Figure 1. I/O pins on the die edge.
(8 px per um) Pins as bars across the die edge, other pins in grey.
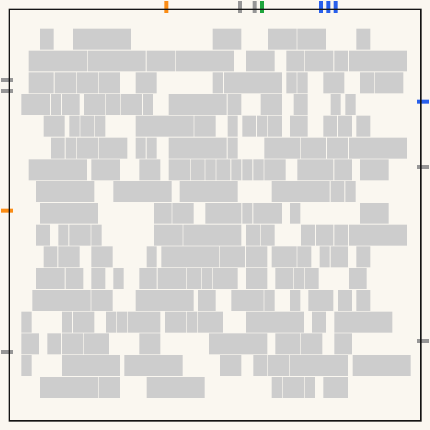
Figure 2. M3 wires.
(10 px per um)
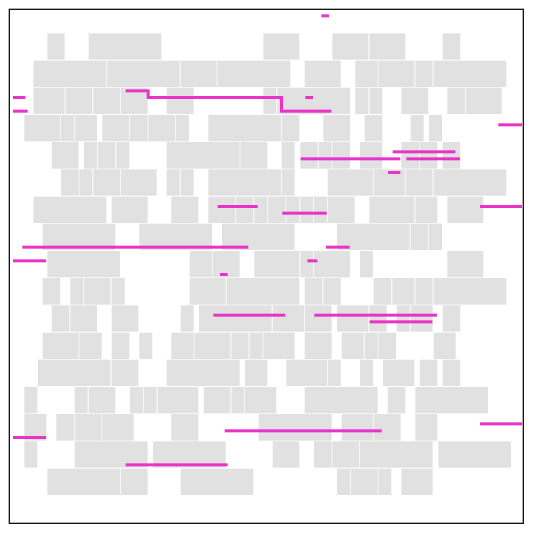
Figure 3. Placement by cell class.
(12 px per um)
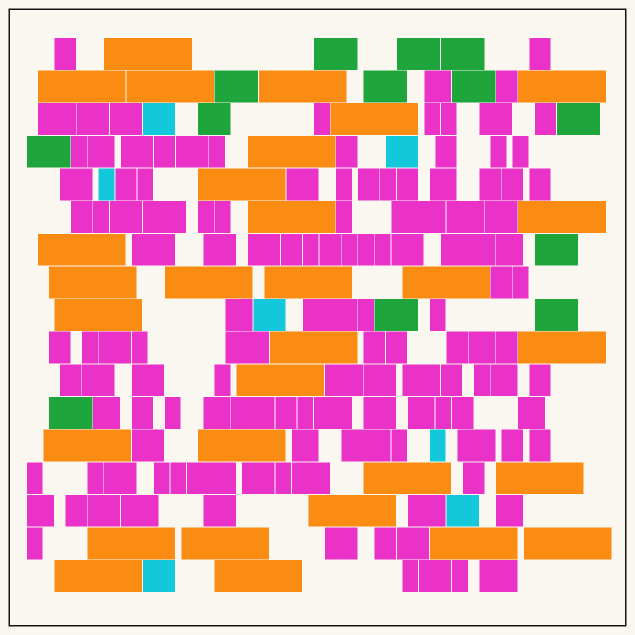
Figure 4. Clock nets.
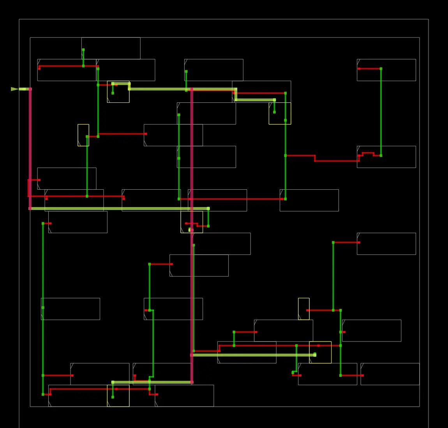
Design serial_bus_arbiter, sky130hd; sources not shown.
==> flow_summary_export.csv <==
group,metric,value,unit
routing,vias_per_cell,5.88,
logic_synthesis,ys_sh_mux,0.0367,
place,gp_congestion,0.766,
logic_synthesis,netlist.area_leader.share,0.420,
clocking,cts_setup_buffers,0,
logic_synthesis,ys_cells,169,
place,numPortBuffers,12,
run,warnings,26,
sta,finClkSkew,0.00996,ns
pwr,p_int,389,uW
finish,post-route-util,0.699,
clocking,htree_levels,2,
worst_setup_path,path_buffers,2,
logic_synthesis,area_leaders,"dfxtp_1 42%, a21oi_1 5.9%, nand3b_1 5.8%, nor2_1 5.0%, a211oi_1 3.1%",
worst_setup_path,crit_type,"flip-flop to output port",
global_routing,grt_usage,0.255,
logic_synthesis,yosysMostFrequentCell,"dfxtp_1",
logic_synthesis,synth_seq_share,0.420,
pwr,swShare,0.242,
place,place_hpwl,1.99,mm
logic_synthesis,yosysWarnings,6,
sta,setup_violations,0,
finish,syn_to_final_growth,10.1,%
finish,largest_reg_flops,11,
sta,setup-tns-final,0,ns
routing,ant_nets,0,
die,ios,14,
die,die_area,2630,um^2
worst_setup_path,critPathLaunchType,"flip-flop",
logic_synthesis,ys_area,1430,um^2
worst_setup_path,crit_arrival,2.23,ns
logic_synthesis,synth_area,1430,um^2
run_status,outcome,"finished clean",
pwr,clk-power,169,uW
pwr,p_seq,315,uW
pwr,power_leakage,0.000555,uW
worst_setup_path,r2r_slack,2.19,ns
logic_synthesis,common_cells,"30 x dfxtp_1, 19 x nor2_1, 17 x a21oi_1, 11 x nand2_1, 11 x nand3b_1",
Back to the opening pictures, Figure 1:
orange -> arbSend  # pins 2, direction input, edge 1 left, 1 top
blue -> slave_sel  # pins 4, direction output, edge 3 top, 1 right
green -> timeout  # pins 1, direction output, edge top
all pins by edge = 7 top, 4 left, 3 right
Die W: 51.3 um
die height: 51.3 um

Back to the opening pictures, Figure 2:
main direction = horizontal
share of all routed wire = 5.1%
longest straight run = 22.3 um
nets with wire on the layer = 18
final WL: 2.85 mm
met3 Use GR: 0.0893
detailed-route via count: 1,211

Back to the opening pictures, Figure 3:
magenta -> all other logic  # cells 128, share of their area 50%
orange -> flip-flops  # cells 30, share of their area 39%
green -> other buffers and delay cells  # cells 13, share of their area 8.3%
cyan -> clock drivers and dummy loads  # cells 7, share of their area 2.9%
total core area: 2250 um^2
flop share of the area: 0.381

Back to the opening pictures, Figure 4:
clock buffer count from CTS: 5
clock buffers: 7

[layer usage]
layer | GRT usage | wire (um)
met1 | 0.290 | 1250
met2 | 0.412 | 1370
met3 | 0.0893 | 145
met4 | 0.149 | 91
met5 | 0 | 0
[worst min-delay path: cells and delay by family (launching register included)]
family          cells  cell delay [ns]
flops               1             0.32
simple gates        1             0.05
compound gates      1             0.05
[metrics by stage]
step | cell area [um^2] | power, uW
final | 1580 | 513
after global routing | 1580 | 536
after CTS | 1580 | 518
after detailed placement | 1530 | 352
after global placement | 1530 | 351
after floorplan | 1430 | 343
[final cells by class]
cell class,instances,area (um^2),share of cell area
sequential,30,601,0.381
multi-input combinational,123,748,0.475
clock buffer,7,45.0,0.0286
timing repair buffer,13,128,0.0810
inverter,5,18.8,0.0119
tap,28,35.0,0.0222
Power and IR drop assume default switching activity.
